Run 1, close-up of the layout:
Window x 45 to 85, y 9 to 49 µm. Cells in grey, sequential cells in the stronger grey; small squares are vias.
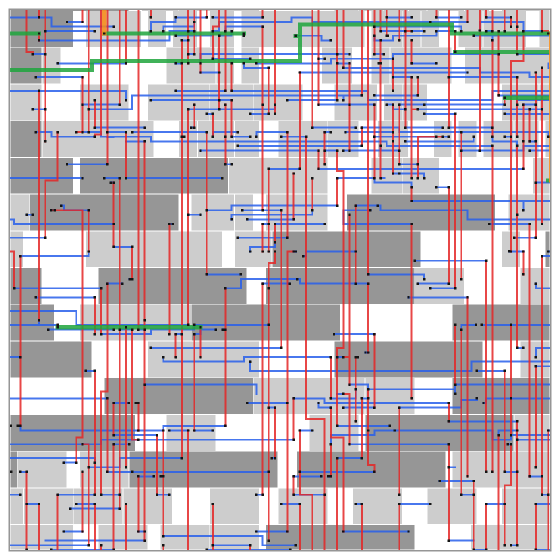
Run 1, metal 3:
The bar under the picture is 50 µm long.
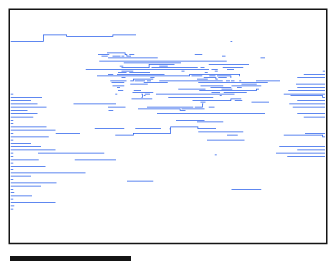
Run 1, cell outlines without signal wires:
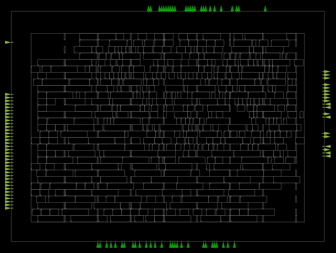
Run 1, metal layers overlaid:
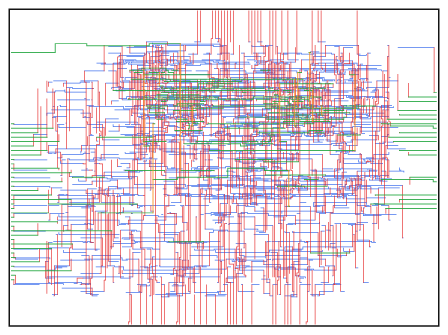
## src/rtl/alu_seq_nbit_pkg.sv

```systemverilog
// Shared definitions for the multi-cycle N-bit ALU: opcodes, FSM states and
// opcode classification helpers.
package alu_seq_pkg;

    localparam logic [2:0] OP_AND = 3'b000;
    localparam logic [2:0] OP_OR  = 3'b001;
    localparam logic [2:0] OP_ADD = 3'b010;
    localparam logic [2:0] OP_SUB = 3'b110;
    localparam logic [2:0] OP_SLT = 3'b111;

    typedef enum logic [1:0] {
        IDLE = 2'd0,
        CALC = 2'd1,
        DONE = 2'd2
    } state_t;

    // Opcodes with no defined operation; they produce a zero result.
    function automatic logic is_illegal(input logic [2:0] op);
        return (op == 3'b011) || (op == 3'b100) || (op == 3'b101);
    endfunction

    // Opcodes that use the adder and therefore produce carry/overflow.
    function automatic logic is_arith(input logic [2:0] op);
        return (op == OP_ADD) || (op == OP_SUB) || (op == OP_SLT);
    endfunction

endpackage

```

## src/rtl/alu_seq_nbit_if.sv

```systemverilog
// Request/response bundle of the multi-cycle ALU. The master offers an
// operation and consumes the result; the slave is the ALU itself.
interface alu_seq_nbit_if #(
    parameter int WIDTH = 32
);
    logic             in_valid;
    logic             in_ready;
    logic [2:0]       op;
    logic [WIDTH-1:0] a;
    logic [WIDTH-1:0] b;
    logic             out_valid;
    logic             out_ready;
    logic [WIDTH-1:0] result;
    logic             c_out;
    logic             overflow;
    logic             zero;
    logic             illegal;

    modport master (
        output in_valid, op, a, b, out_ready,
        input  in_ready, out_valid, result, c_out, overflow, zero, illegal
    );

    modport slave (
        input  in_valid, op, a, b, out_ready,
        output in_ready, out_valid, result, c_out, overflow, zero, illegal
    );
endinterface

```

## src/rtl/alu_seq_nbit_slice.sv

```systemverilog
// One SLICE-bit ALU slice. Purely combinational; the top time-multiplexes a
// single instance across all slices of the operands.
module alu_slice
    import alu_seq_pkg::*;
#(
    parameter int SLICE = 4
) (
    input  logic [SLICE-1:0] a,
    input  logic [SLICE-1:0] b,
    input  logic             cin,
    input  logic [2:0]       op,
    output logic [SLICE-1:0] r,
    output logic             cout,
    output logic             c_msb_in
);
    logic [SLICE-1:0] b_eff;
    logic [SLICE:0]   sum;

    // Slice add (with B inverted for SUB/SLT) and bitwise result select.
    always_comb begin
        // NOTE: every output gets a default first so no path leaves a latch.
        r        = '0;
        b_eff    = b ^ {SLICE{op[2]}};
        sum      = {1'b0, a} + {1'b0, b_eff} + {{SLICE{1'b0}}, cin};
        cout     = sum[SLICE];
        // Carry into the slice MSB recovered from the MSB sum bit.
        c_msb_in = a[SLICE-1] ^ b_eff[SLICE-1] ^ sum[SLICE-1];
        case (op)
            OP_ADD, OP_SUB, OP_SLT: r = sum[SLICE-1:0];
            OP_AND:                 r = a & b;
            OP_OR:                  r = a | b;
            default:                r = '0;
        endcase
    end
endmodule

```

## src/rtl/alu_seq_nbit.sv

```systemverilog
// Multi-cycle N-bit ALU: accepts an operation, processes SLICE bits per clock
// LSB slice first with a registered ripple carry, then holds the result and
// flags until the consumer takes them.
module alu_seq_nbit
    import alu_seq_pkg::*;
#(
    parameter int WIDTH = 32,
    parameter int SLICE = 4
) (
    input logic          clk,
    input logic          rst,
    alu_seq_nbit_if.slave bus
);
    // WIDTH must be a multiple of SLICE.
    localparam int NSLICES = WIDTH / SLICE;
    localparam int IDX_W   = (NSLICES > 1) ? $clog2(NSLICES) : 1;
    localparam logic [IDX_W-1:0] LAST_IDX = IDX_W'(NSLICES - 1);

    state_t           state;
    logic             in_ready_q;
    logic             out_valid_q;
    logic [2:0]       op_q;
    logic [WIDTH-1:0] a_q;
    logic [WIDTH-1:0] b_q;
    logic [WIDTH-1:0] res_q;
    logic             carry_q;
    logic [IDX_W-1:0] idx;
    logic             c_out_q;
    logic             ovf_q;
    logic             ill_q;

    logic [SLICE-1:0] slice_a;
    logic [SLICE-1:0] slice_b;
    logic [SLICE-1:0] slice_r;
    logic             slice_cout;
    logic             slice_cmsb;
    logic             accept;

    assign accept  = (state == IDLE) && bus.in_valid;
    assign slice_a = a_q[int'(idx)*SLICE +: SLICE];
    assign slice_b = b_q[int'(idx)*SLICE +: SLICE];

    alu_slice #(.SLICE(SLICE)) u_slice (
        .a        (slice_a),
        .b        (slice_b),
        .cin      (carry_q),
        .op       (op_q),
        .r        (slice_r),
        .cout     (slice_cout),
        .c_msb_in (slice_cmsb)
    );

    // Operand capture on accept.
    // NOTE: operand registers carry no reset; they are always loaded before CALC reads them.
    always_ff @(posedge clk) begin
        if (accept) begin
            op_q <= bus.op;
            a_q  <= bus.a;
            b_q  <= bus.b;
        end
    end

    // Control FSM with result/flag registers; all outputs registered.
    always_ff @(posedge clk) begin
        if (rst) begin
            state       <= IDLE;
            in_ready_q  <= 1'b1;
            out_valid_q <= 1'b0;
            res_q       <= '0;
            carry_q     <= 1'b0;
            idx         <= '0;
            c_out_q     <= 1'b0;
            ovf_q       <= 1'b0;
            ill_q       <= 1'b0;
        end else begin
            case (state)
                IDLE: begin
                    if (bus.in_valid) begin
                        idx        <= '0;
                        res_q      <= '0;
                        carry_q    <= bus.op[2];
                        c_out_q    <= 1'b0;
                        ovf_q      <= 1'b0;
                        ill_q      <= is_illegal(bus.op);
                        in_ready_q <= 1'b0;
                        state      <= CALC;
                    end
                end
                CALC: begin
                    res_q[int'(idx)*SLICE +: SLICE] <= slice_r;
                    if (is_arith(op_q)) begin
                        carry_q <= slice_cout;
                    end
                    if (idx == LAST_IDX) begin
                        if (is_arith(op_q)) begin
                            c_out_q <= slice_cout;
                            ovf_q   <= slice_cmsb ^ slice_cout;
                        end
                        // SLT: signed less-than = sign of difference XOR overflow.
                        if (op_q == OP_SLT) begin
                            res_q <= WIDTH'(slice_r[SLICE-1] ^ slice_cmsb ^ slice_cout);
                        end
                        out_valid_q <= 1'b1;
                        state       <= DONE;
                    end else begin
                        idx <= idx + 1'b1;
                    end
                end
                DONE: begin
                    if (bus.out_ready) begin
                        out_valid_q <= 1'b0;
                        in_ready_q  <= 1'b1;
                        state       <= IDLE;
                    end
                end
                default: begin
                    state       <= IDLE;
                    in_ready_q  <= 1'b1;
                    out_valid_q <= 1'b0;
                end
            endcase
        end
    end

    assign bus.in_ready  = in_ready_q;
    assign bus.out_valid = out_valid_q;
    assign bus.result    = res_q;
    assign bus.c_out     = c_out_q;
    assign bus.overflow  = ovf_q;
    assign bus.illegal   = ill_q;
    assign bus.zero      = (res_q == '0);

endmodule

```

## src/flat_wrapper.sv

```systemverilog
// flat-port wrapper written by rule: the top's interface ports become plain ports
module alu_seq_nbit_flat import alu_seq_pkg::*;
#(
    parameter int WIDTH = 32,
    parameter int SLICE = 4
)
  (clk, rst, bus_in_valid, bus_op, bus_a, bus_b, bus_out_ready, bus_in_ready, bus_out_valid, bus_result, bus_c_out, bus_overflow, bus_zero, bus_illegal);
  alu_seq_nbit_if #(.WIDTH(WIDTH)) bus_i ();
  input logic clk;
  input logic rst;
  input wire logic [$bits(bus_i.in_valid)-1:0] bus_in_valid;
  input wire logic [$bits(bus_i.op)-1:0] bus_op;
  input wire logic [$bits(bus_i.a)-1:0] bus_a;
  input wire logic [$bits(bus_i.b)-1:0] bus_b;
  input wire logic [$bits(bus_i.out_ready)-1:0] bus_out_ready;
  output wire logic [$bits(bus_i.in_ready)-1:0] bus_in_ready;
  output wire logic [$bits(bus_i.out_valid)-1:0] bus_out_valid;
  output wire logic [$bits(bus_i.result)-1:0] bus_result;
  output wire logic [$bits(bus_i.c_out)-1:0] bus_c_out;
  output wire logic [$bits(bus_i.overflow)-1:0] bus_overflow;
  output wire logic [$bits(bus_i.zero)-1:0] bus_zero;
  output wire logic [$bits(bus_i.illegal)-1:0] bus_illegal;
  assign bus_i.in_valid = bus_in_valid;
  assign bus_i.op = bus_op;
  assign bus_i.a = bus_a;
  assign bus_i.b = bus_b;
  assign bus_i.out_ready = bus_out_ready;
  assign bus_in_ready = bus_i.in_ready;
  assign bus_out_valid = bus_i.out_valid;
  assign bus_result = bus_i.result;
  assign bus_c_out = bus_i.c_out;
  assign bus_overflow = bus_i.overflow;
  assign bus_zero = bus_i.zero;
  assign bus_illegal = bus_i.illegal;
  alu_seq_nbit #(.WIDTH(WIDTH), .SLICE(SLICE)) u_core (.clk(clk), .rst(rst), .bus(bus_i));
endmodule
```

## config.mk

```make
export PLATFORM = sky130hd
export DESIGN_NAME = alu_seq_nbit_flat
export DESIGN_NICKNAME = d
export VERILOG_FILES = /design/src/rtl/alu_seq_nbit_pkg.sv /design/src/rtl/alu_seq_nbit_if.sv /design/src/rtl/alu_seq_nbit_slice.sv /design/src/rtl/alu_seq_nbit.sv /design/src/flat_wrapper.sv
export SDC_FILE = /design/constraint.sdc
export NUM_CORES = 1
export LEC_CHECK = 0
export CORE_ASPECT_RATIO = 0.7
export CORE_MARGIN = 8
export CORE_UTILIZATION = 55
export DETAILED_ROUTE_END_ITERATION = 8
export GPL_TIMING_DRIVEN = 0
export PLACE_DENSITY = 0.86
export SLEW_MARGIN = 5
export SYNTH_ARGS = -nofsm -noshare
export SYNTH_HDL_FRONTEND = slang
export SYNTH_SLANG_ARGS = --single-unit
```

## constraint.sdc

```tcl
create_clock -name clk -period 10.1 [get_ports clk]
set_input_delay 2.02 -clock clk [delete_from_list [all_inputs] [get_ports clk]]
set_output_delay 2.02 -clock clk [all_outputs]
set_load 0.02 [all_outputs]
```

==> results.py, run 1 <==
# Metrics from the implementation run
metrics = {
    "setup_path": {
        "rr_startpoint": "u_core.idx[1]",
        "reg2reg_depth": 10,
        "worst_setup_path_end_kind": "output port",
        "startpoint_type": "flop",
        "critPathArrivalTime_ps": 2070,
        "critPathMaxFanout": 4,
    },
    "cts": {
        "cts_made_buffers": 9,
        "cts_resized": 0,
        "cts_setup_buffers": 0,
        "clk_path_buf_depth": 2,
        "cts.sinks": 110,
        "cts-htree-levels": 3,
        "clk_latency_ps": 350,
        "root_buffer": "clkbuf_16",
    },
    "final_timing": {
        "setup_viol": 0,
        "tightest_slew_ps": 691,
        "fmax_mhz": 245,
        "finalClockPeriodUsage_pct": 40.5,
        "worst_clock_skew_ps": 9.21,
        "whs_ps": 473,
        "setup_slack_ps": 6010,
        "final.setup.tns_ps": 0,
        "relSlewSlack_pct": 53.2,
        "drv_slew": 0,
    },
    "power_and_ir_drop": {
        "swShare_pct": 26.1,
        "combPwrFrac_pct": 16.9,
        "ir_worst_vdd_mv": 0.116,
        "p_leak_nw": 2.29,
        "power_density_nw_per_um2": 152,
    },
    "yosys": {
        "yosysCellCount": 402,
        "async_flop_share_pct": 0,
        "ys_seq_share_pct": 56.7,
        "ys_area_um2": 5060,
        "netlist_area_um2": 5060,
        "ys.flop_type": "edfxtp_1",
        "top_cell": "edfxtp_1",
        "yosys.area.top_type": "edfxtp_1",
        "top_area_share_pct": 39.7,
        "yosysUniqueCellTypes": 58,
        "edf_count": 67,
    },
    "layout": {
        "nets": 605,
        "antenna_cells": 0,
        "nFillCells": 628,
        "final_area_um2": 6620,
        "fin_cells": 651,
        "drive_above_1_share_pct": 12.7,
    },
    "grt": {
        "antenna_found_initial": 0,
        "grt-ovfl-total": 0,
        "first_global_vias": 4178,
    },
    "outcome": {
        "status": "complete, no violations",
    },
    "placement": {
        "dp.cells": 635,
        "dpl_worst_slack_ps": 5950,
        "gp_congestion": 0.887,
    },
    "routing": {
        "drtIter0Drc": 521,
        "ant_nets": 0,
        "viasPerCell": 6.14,
    },
    "hold_path": {
        "worstHoldPathType": "reg -> reg",
    },
    "run": {
        "warnings": 30,
    },
    "floorplan": {
        "die_height_um": 96.3,
        "rows": 29,
        "boundaryPins": 109,
    },
}
## Picture notes: 'close-up of the layout'
[met4] orange
[met1] blue
[met3] green
[met2] red
sequential cells in the window: 17
cells with their middle in the window: 90
most frequent: clkdlybuf4s50_1 (17), edfxtp_1 (17), mux4_2 (6)
netlist names of flops here include: u_core.a_q (11), u_core.b_q (6)

## Picture notes: 'metal 3'
longest straight run: 52.4 µm
share of all routed wire: 12%
nets with wire on the layer: 129
wire length on this layer: 1610 µm
main direction: horizontal
via count: 3997
Routed WL: 13.8 mm
GR Util met3: 9.24%

## Picture notes: 'cell outlines without signal wires'
Layout Utilization: 73.6%
flop count: 110

## Picture notes: 'metal layers overlaid'
[met2] red | wire length: 6420 µm
[met3] green | wire length: 1610 µm
[met4] orange | wire length: 204 µm
[met1] blue | wire length: 5580 µm
DR WL/cell: 21.2 µm
gr usage total: 22.7%

[run 1: flip-flops by register name (all words and copies together) (netlist names)]
signal and count:
u_core.bus.c_out 1, u_core.carry_q 1, u_core.bus.in_ready 1, u_core.op_q 3
u_core.bus.result 32, u_core.b_q 32, u_core.bus.illegal 1, u_core.a_q 32
u_core.bus.out_valid 1, u_core.state 2, u_core.bus.overflow 1, u_core.idx 3
[run 1: power groups by stage]
stage	clock network, mW	registers [mW]	logic (mW)
final	0.330	0.507	0.170
after global routing	0.352	0.508	0.182
after CTS	0.333	0.507	0.167
after detailed placement	0	0.517	0.166
after global placement	0	0.517	0.158
after floorplan	0	0.517	0.100
[run 1: logic make-up (layout without fill, tap and decap cells)]
family	count (synthesis)	in the layout	synth area share (%)
fa+ha+maj	12	12	3.26
flops	110	110	56.7
compound gates	99	99	13.6
mux	26	26	9.93
simple gates	122	122	12.9
xor+xnor	6	6	1.04
buf+inv	27	152	2.54
[run 1: layer usage]
| metal | up-vias | track usage (%) | part of all wire, % |
|---|---|---|---|
| li1 | 1795 | - | - |
| met1 | 1924 | 27.6 | 40 |
| met5 | - | 0 | 0 |
| met4 | 0 | 7.80 | 1.5 |
| met3 | 28 | 9.24 | 12 |
| met2 | 250 | 36.3 | 46 |
[run 1: placed cells by master, fill, tap and decap left out, types with 3 or more instances in the layout]
master           count
clkdlybuf4s50_1    107
edfxtp_1            67
dfxtp_1             43
a21oi_1             32
nand2_1             31
nor2_1              24
o21ai_1             17
mux4_2              16
clkbuf_1            12
a221oi_1            12
ha_1                10
nor4_1               9
clkbuf_16            9
nand3b_1             8
xnor2_1              6
nor2b_1              6
or2_2                6
nor3_1               6
a211oi_1             6
inv_1                5
mux2i_1              5
nand4_1              5
nand3_1              5
a22oi_1              5
buf_2                4
nand2b_1             4
nor3_2               4
a21o_1               4
buf_6                3
inv_2                3
mux2i_4              3
nor3b_1              3
o31ai_1              3
o311ai_1             3
a31o_2               3
[run 1: worst min-delay path by stage]
| stage | endpoint | slack (ps) | cells after the start |
|---|---|---|---|
| 6_report | u_core.bus.result[4] | 470 | 2 |
| 5_1_grt | u_core.bus.result[4] | 490 | 2 |
| 4_1_cts | u_core.bus.result[4] | 470 | 2 |
| 3_5_place_dp | u_core.bus.result[4] | 460 | 2 |
| 3_3_place_gp | u_core.bus.result[4] | 450 | 2 |
| 2_1_floorplan | u_core.bus.result[8] | 530 | 2 |
[run 1: final cells by class]
cell class	count	area [µm²]	share of cell area [%]
flip-flops and latches	110	2870	43.4
multi-input cells	265	2070	31.3
repair buffers	109	1120	16.9
clock buffers	10	229	3.46
well taps	124	155	2.34
plain buffers	19	98.8	1.49
clock inverters	6	43.8	0.662
inverters	8	30.0	0.454
[run 1: worst max-delay path: stages, from the launching register on]
cell and delay, ps:
dfxtp_1 350, nor4_1 480, nand4_1 170, nor2_1 110, clkdlybuf4s50_1 610
Run 1, clock wires, drivers and flops:
The bar under the picture is 50 µm long.
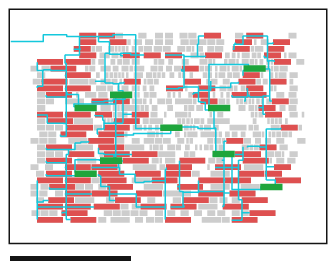

--- run 2 (diff from run 1) ---
--- a/config.mk
+++ b/config.mk
@@ -7,10 +7,10 @@
 export LEC_CHECK = 0
 export CORE_ASPECT_RATIO = 0.7
 export CORE_MARGIN = 8
-export CORE_UTILIZATION = 55
+export CORE_UTILIZATION = 51
 export DETAILED_ROUTE_END_ITERATION = 8
 export GPL_TIMING_DRIVEN = 0
-export PLACE_DENSITY = 0.86
+export PLACE_DENSITY = 0.8
 export SLEW_MARGIN = 5
 export SYNTH_ARGS = -nofsm -noshare
 export SYNTH_HDL_FRONTEND = slang
==> constraint.sdc (replaced) <==
create_clock -name clk -period 3.79 [get_ports clk]
set_input_delay 0.758 -clock clk [delete_from_list [all_inputs] [get_ports clk]]
set_output_delay 0.758 -clock clk [all_outputs]
set_load 0.02 [all_outputs]
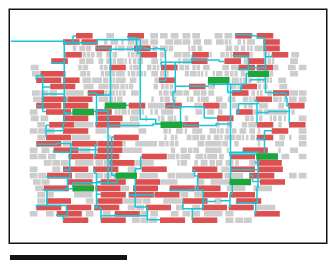
Run 2: clock wires, drivers and flops
The bar under the picture is 50 µm long.
[flip-flops] red | count: 110
[cells driving clock nets] green | count: 9
[clock wires] cyan | length: 1240 µm
flops lie: all over the die
Worst Skew: 9.37 ps
P_clk: 0.912 mW

==> run 2 against run 1 <==
  * Sequential cell count is the same
  * Worst hold slack gained 1.2 ps
  * Synthesized area stayed put
  * Non-clock buffer count rose by 2
  * Worst setup slack worse by 5800 ps
  * Final cell count increased by 0.92%
  * Cell area increased by 0.60%
  * Total power increased to 2.7 times the previous value
  * Die area up 6.7%
  * Via count fell by 2.9%
  * Largest cell class unchanged
  * Largest power group unchanged
  * Highest routed layer unchanged
==> results.py, run 2 <==
# Metrics from the implementation run
metrics = {
    "layout": {
        "lay_top_cells": "107 x clkdlybuf4s50_1, 67 x edfxtp_1, 43 x dfxtp_1, 31 x nand2_1, 31 x a21oi_1",
        "drive_above_1_share_pct": 13.8,
        "fin_cells": 657,
        "nets": 607,
        "antenna_cells": 0,
    },
    "grt": {
        "first_global_vias": 3901,
        "gr-usage-all-layers_pct": 20.3,
        "antenna_found_initial": 0,
        "grt-ovfl-total": 0,
    },
    "setup_path": {
        "startpoint_type": "flop",
        "critPathArrivalTime_ps": 3860,
        "critPathMaxFanout": 10,
        "critPathLaunch": "u_core.idx[0]",
        "worst_setup_path_end_kind": "flop",
        "rr_startpoint": "u_core.idx[0]",
        "reg2reg_depth": 12,
    },
    "final_timing": {
        "whs_ps": 475,
        "fmax_mhz": 279,
        "tightest_slew_ps": 660,
        "setup_viol": 0,
        "drv_slew": 0,
        "finalClockPeriodUsage_pct": 94.6,
    },
    "yosys": {
        "ys_area_um2": 5060,
        "ys.flop_type": "edfxtp_1",
        "yosysCellCount": 402,
        "topCellsByArea": "edfxtp_1 40%, dfxtp_1 17%, mux4_2 7.1%",
        "top_cell": "edfxtp_1",
        "edf_count": 67,
        "yosysUniqueCellTypes": 58,
        "yosys.area.top_type": "edfxtp_1",
        "ys_seq_share_pct": 56.7,
        "top_area_share_pct": 39.7,
    },
    "floorplan": {
        "rows": 30,
    },
    "cts": {
        "cts.sinks": 110,
        "clk_path_buf_depth": 2,
        "clk_latency_ps": 350,
        "cts-htree-levels": 3,
    },
    "run": {
        "warnings": 30,
    },
    "power_and_ir_drop": {
        "ir_worst_vdd_mv": 0.264,
        "power_density_nw_per_um2": 408,
        "p_leak_nw": 2.31,
    },
    "hold_path": {
        "worstHoldPathType": "reg -> reg",
    },
    "placement": {
        "dp.cells": 639,
        "gp_congestion": 0.924,
        "hpwl_mm": 10.4,
    },
    "outcome": {
        "status": "complete, no violations",
    },
    "routing": {
        "viasPerCell": 5.91,
        "ant_nets": 0,
    },
}
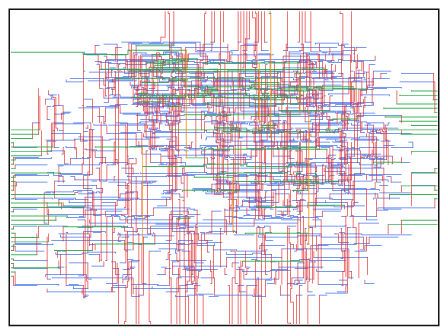
Run 2: metal layers overlaid
[met2] red | wire length: 5670 µm
[met1] blue | wire length: 5960 µm
[met4] orange | wire length: 194 µm
[met3] green | wire length: 1540 µm
DR WL/cell: 20.3 µm
via count: 3882

-- run 2: cell count changes in the layout (fill, tap and decap cells not counted), sizes merged --
cell      before  now
clkinvlp       1    0
buf           10   12
clkinv         3    1
inv           10   12
clkbuf        21   22
-- run 2: cells by family after synthesis --
group,Yosys count,synth area share [%]
adders and majority gates,12,3.26
AOI/OAI and AO/OA,99,13.6
xor gates and xnor gates,6,1.04
DFF,110,56.7
and+or+nand+nor,122,12.9
muxes,26,9.93
buffers and inverters,27,2.54
-- run 2: what timing repair did --
item | CTS | global route
endpoints found under the setup margin | 6 | 10
buffers inserted | 2 | 0
cloned | 0 | 0
gates resized | 1 | 2
pin swaps | 1 | 0
hold endpoints to repair | 0 | 0
-- run 2: final cells by class --
type | count | area [µm²]
flip-flops and latches | 110 | 2870
fillers | 716 | 3030
multi-input cells | 265 | 2080
inverters | 8 | 30.0
clock inverters | 5 | 40.0
plain buffers | 19 | 98.8
repair buffers | 111 | 1130
clock buffers | 11 | 243
well taps | 128 | 160
-- run 2: path summary, 6_finish.rpt --
path | end | slack, ps
worst max-delay path | u_core.bus.result[31] | 200
worst min-delay path | u_core.bus.result[11] | 470
worst max register to register | u_core.bus.result[31] | 200
worst min register to register | u_core.bus.result[11] | 470
-- run 2: critical path, cell delays in order, from the launching register on --
cell and delay (ps):
dfxtp_1 400, buf_6 190, buf_6 200, mux4_2 560, mux2i_4 250, xnor2_1 130
fa_1 440, a21o_1 210, a21oi_2 260, mux2i_2 420, a211oi_4 120, buf_4 170
o21ai_1 140
-- run 2: power by group --
part	switching [mW]	internal (mW)	total, mW
logic	0.246	0.210	0.456
clock network	0.438	0.473	0.912
registers	0.0190	1.33	1.35
-- run 2: layer usage --
layer	GRT usage [%]	wire [µm]
met1	28.5	5960
met5	0	0
met2	28.6	5670
met3	7.80	1540
met4	5.36	193
-- run 2: metrics by stage --
stage / utilization (%) / TNS (ps) / area, µm² / worst slack [ps] / power (mW)
2_1_floorplan: - / 0 / 5070 / 461 / 1.64
3_3_place_gp: 65.0 / -41220 / 6300 / -813 / 1.80
3_5_place_dp: 65.6 / -73.2 / 6350 / -26.8 / 1.82
4_1_cts: 68.7 / 0 / 6650 / 62.7 / 2.72
5_1_grt: 68.8 / 0 / 6660 / 2.41 / 2.81
6_report: 68.8 / 0 / 6660 / 204 / 2.72
Run 2, metal 3:
The bar under the picture is 50 µm long.
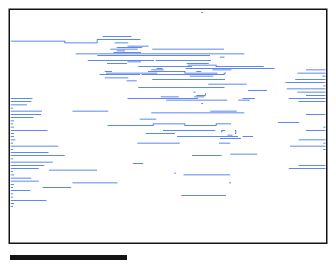

--- run 3 (diff from run 2) ---
--- a/config.mk
+++ b/config.mk
@@ -7,10 +7,11 @@
 export LEC_CHECK = 0
 export CORE_ASPECT_RATIO = 0.7
 export CORE_MARGIN = 8
-export CORE_UTILIZATION = 51
+export CORE_UTILIZATION = 25
+export CTS_BUF_LIST = sky130_fd_sc_hd__clkbuf_8
 export DETAILED_ROUTE_END_ITERATION = 8
 export GPL_TIMING_DRIVEN = 0
-export PLACE_DENSITY = 0.8
+export REMOVE_ABC_BUFFERS = 1
 export SLEW_MARGIN = 5
 export SYNTH_ARGS = -nofsm -noshare
 export SYNTH_HDL_FRONTEND = slang
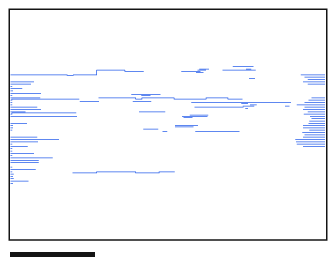
Run 3: metal 3
The bar under the picture is 50 µm long.
main direction: horizontal
wire length on this layer: 1290 µm
GR Util met3: 4.80%
Routed WL: 13.9 mm
via count: 3766

==> run 3 against run 2 <==
  * Utilization is 35 points lower
  * Cell area is 0.54% higher
  * Fmax shrank 1.8%
  * Total power fell by 8.0%
  * Wire length is 3.7% higher
  * Final cell count is 19% higher
  * Sequential share of layout area down 0.16 points
==> results.py, run 3 <==
# Metrics from the implementation run
metrics = {
    "power_and_ir_drop": {
        "seq_power_share_pct": 54.4,
        "p_leak_nw": 2.24,
        "p_int_mw": 1.81,
        "swShare_pct": 27.3,
        "clkPwrFrac_pct": 27.9,
        "power_density_nw_per_um2": 373,
        "combPwrFrac_pct": 17.6,
        "ir_worst_vdd_mv": 0.171,
        "total_power_mw": 2.50,
        "switchingPower_mw": 0.683,
    },
    "final_timing": {
        "relSlewSlack_pct": 9.94,
        "fmax_mhz": 274,
        "tightest_slew_ps": 1350,
        "finalClockPeriodUsage_pct": 96.3,
        "final.min_clock_period_ps": 3650,
        "hold_violations": 0,
        "rsz0062_at_grt": "no",
        "final.setup.tns_ps": 0,
        "drv_slew": 0,
        "setup_slack_ps": 139,
        "worst_clock_skew_ps": 14.1,
        "setup_viol": 0,
    },
    "routing": {
        "firstDrtPassIters": 6,
        "drtIter0Drc": 219,
        "wl_per_cell_um": 17.7,
        "drc_errors": 0,
        "ant_nets": 0,
        "viasPerCell": 4.82,
    },
    "setup_path": {
        "critPathKind": "reg -> reg",
        "critPathMaxFanout": 26,
        "worst_setup_path_end_kind": "flop",
        "startpoint_type": "flop",
        "reg2reg_slack_ps": 140,
        "critPathArrivalTime_ps": 3870,
        "required_ps": 4000,
    },
    "yosys": {
        "numSynthFlops": 110,
        "synth_cells": 402,
        "avgSynthCellArea_um2": 12.6,
        "netlist_area_um2": 5060,
        "yosys.area.top_type": "edfxtp_1",
        "async_flop_share_pct": 0,
        "top_area_share_pct": 39.7,
        "yosys_warnings": 0,
        "ys_seq_share_pct": 56.7,
        "ys_area_um2": 5060,
        "yosysUniqueCellTypes": 58,
        "edf_count": 67,
        "top_cell": "edfxtp_1",
        "yosysCellCount": 402,
        "ys.flop_type": "edfxtp_1",
        "topCellsByArea": "edfxtp_1 40%, dfxtp_1 17%, mux4_2 7.1%",
        "common_cells": "67 x edfxtp_1, 43 x dfxtp_1, 32 x a21oi_1",
    },
    "outcome": {
        "status": "complete, no violations",
    },
    "floorplan": {
        "die_height_um": 135,
        "die_area_um2": 25100,
        "boundaryPins": 109,
        "die_w_um": 186,
        "core-area_um2": 19900,
        "rows": 43,
    },
    "layout": {
        "lay_top_cells": "107 x clkdlybuf4s50_1, 67 x edfxtp_1, 41 x dfxtp_1, 31 x nand2_1, 31 x a21oi_1",
        "antenna_cells": 0,
        "drive_above_1_share_pct": 13.5,
        "syn_to_final_growth_pct": 32.2,
        "final_area_um2": 6700,
        "final_core_util_pct": 33.7,
        "nets": 589,
        "mostFrequentLayoutCell": "clkdlybuf4s50_1",
    },
    "placement": {
        "port_buffers": 108,
        "gp_congestion": 0.844,
        "placed_area_um2": 6460,
        "hpwl_mm": 10.5,
        "dpl_worst_slack_ps": -537,
    },
    "run": {
        "warnings": 29,
        "drv_cap": 0,
    },
    "grt": {
        "gr-usage-all-layers_pct": 11.1,
        "antenna_found_initial": 0,
        "first_global_vias": 3898,
        "grt_pass1_wl_mm": 21.5,
        "grt_max_degree": 47,
        "grt-ovfl-total": 0,
    },
    "cts": {
        "cts-htree-levels": 3,
        "cts_made_buffers": 9,
        "root_buffer": "clkbuf_8",
        "clk_pin_slew_ps": 110,
        "hold_buffers": 0,
        "cts.sinks": 110,
        "clk_path_buf_depth": 2,
        "clk_latency_ps": 390,
    },
    "hold_path": {
        "worstHoldPathType": "reg -> reg",
    },
}
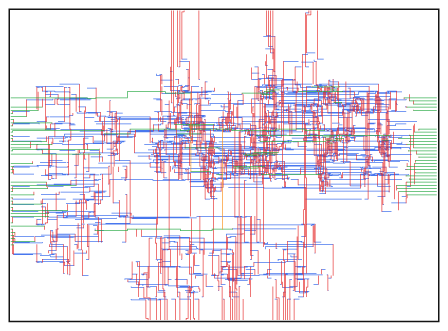
Run 3: metal layers overlaid
[met4] orange | wire length: 77.5 µm
[met1] blue | wire length: 6410 µm
[met2] red | wire length: 6080 µm
[met3] green | wire length: 1290 µm

==> run 3: cell counts after synthesis <==
Identical to the previous run, type by type.
==> run 3: layer usage <==
metal  global-route usage, %  wire [µm]  vias up
met2                    17.2       6080      131
li1                        -          -     1771
met3                    4.80       1290        5
met1                    14.4       6410     1859
met5                       0          0        -
met4                    1.93         77        0
==> run 3: critical path, stage by stage (launching register included) <==
cell      delay (ps)
dfxtp_2          850
mux4_2           460
mux2i_4          260
xnor2_1          140
fa_1             470
a21o_1           210
a21oi_2          280
nor2_1            60
o311ai_0         480
o221ai_1         260
==> run 3: cell type report <==
| cell class | instances | area [µm²] |
|---|---|---|
| clock inverters | 7 | 67.6 |
| flip-flops and latches | 110 | 2880 |
| multi-input cells | 265 | 2090 |
| clock buffers | 9 | 124 |
| repair buffers | 112 | 1170 |
| well taps | 270 | 338 |
| inverters | 8 | 30.0 |
| fillers | 1965 | 13200 |
==> run 3: worst paths after layout <==
kind / endpoint / start / cells after the start
setup / recovery: u_core.bus.result[0] / u_core.idx[1] / 9
hold / removal: u_core.bus.result[15] / u_core.bus.result[15] / 2
setup reg to reg: u_core.bus.result[0] / u_core.idx[1] / 9
hold reg to reg: u_core.bus.result[15] / u_core.bus.result[15] / 2
==> run 3: what timing repair did <==
item,4_1_cts,5_1_grt
gates resized,3,3
endpoints found under the setup margin,27,12
setup buffers,1,0
pin swaps,1,0
==> run 3: power groups by stage <==
stage,clock [mW],sequential [mW],combinational [mW]
finish,0.697,1.36,0.440
global route,0.772,1.37,0.476
CTS,0.728,1.36,0.436
detailed placement,0,1.39,0.429
global placement,0,1.40,0.399
floorplan,0,1.39,0.240
==> run 3: logic make-up (layout without fill, tap and decap cells) <==
| group | after synthesis | after routing | synth area share [%] |
|---|---|---|---|
| mux | 26 | 26 | 9.93 |
| fa+ha+maj | 12 | 12 | 3.26 |
| compound gates | 99 | 99 | 13.6 |
| xor+xnor | 6 | 6 | 1.04 |
| buf+inv | 27 | 136 | 2.54 |
| flops | 110 | 110 | 56.7 |
| simple gates | 122 | 122 | 12.9 |
==> run 3: metrics by stage <==
step / std cells / hold slack (ps)
3_5_place_dp: 764 / 467
4_1_cts: 781 / 483
3_3_place_gp: 761 / 459
5_1_grt: 781 / 508
2_1_floorplan: 383 / 534
6_report: 781 / 478
Power is estimated from default activity; no workload was simulated.
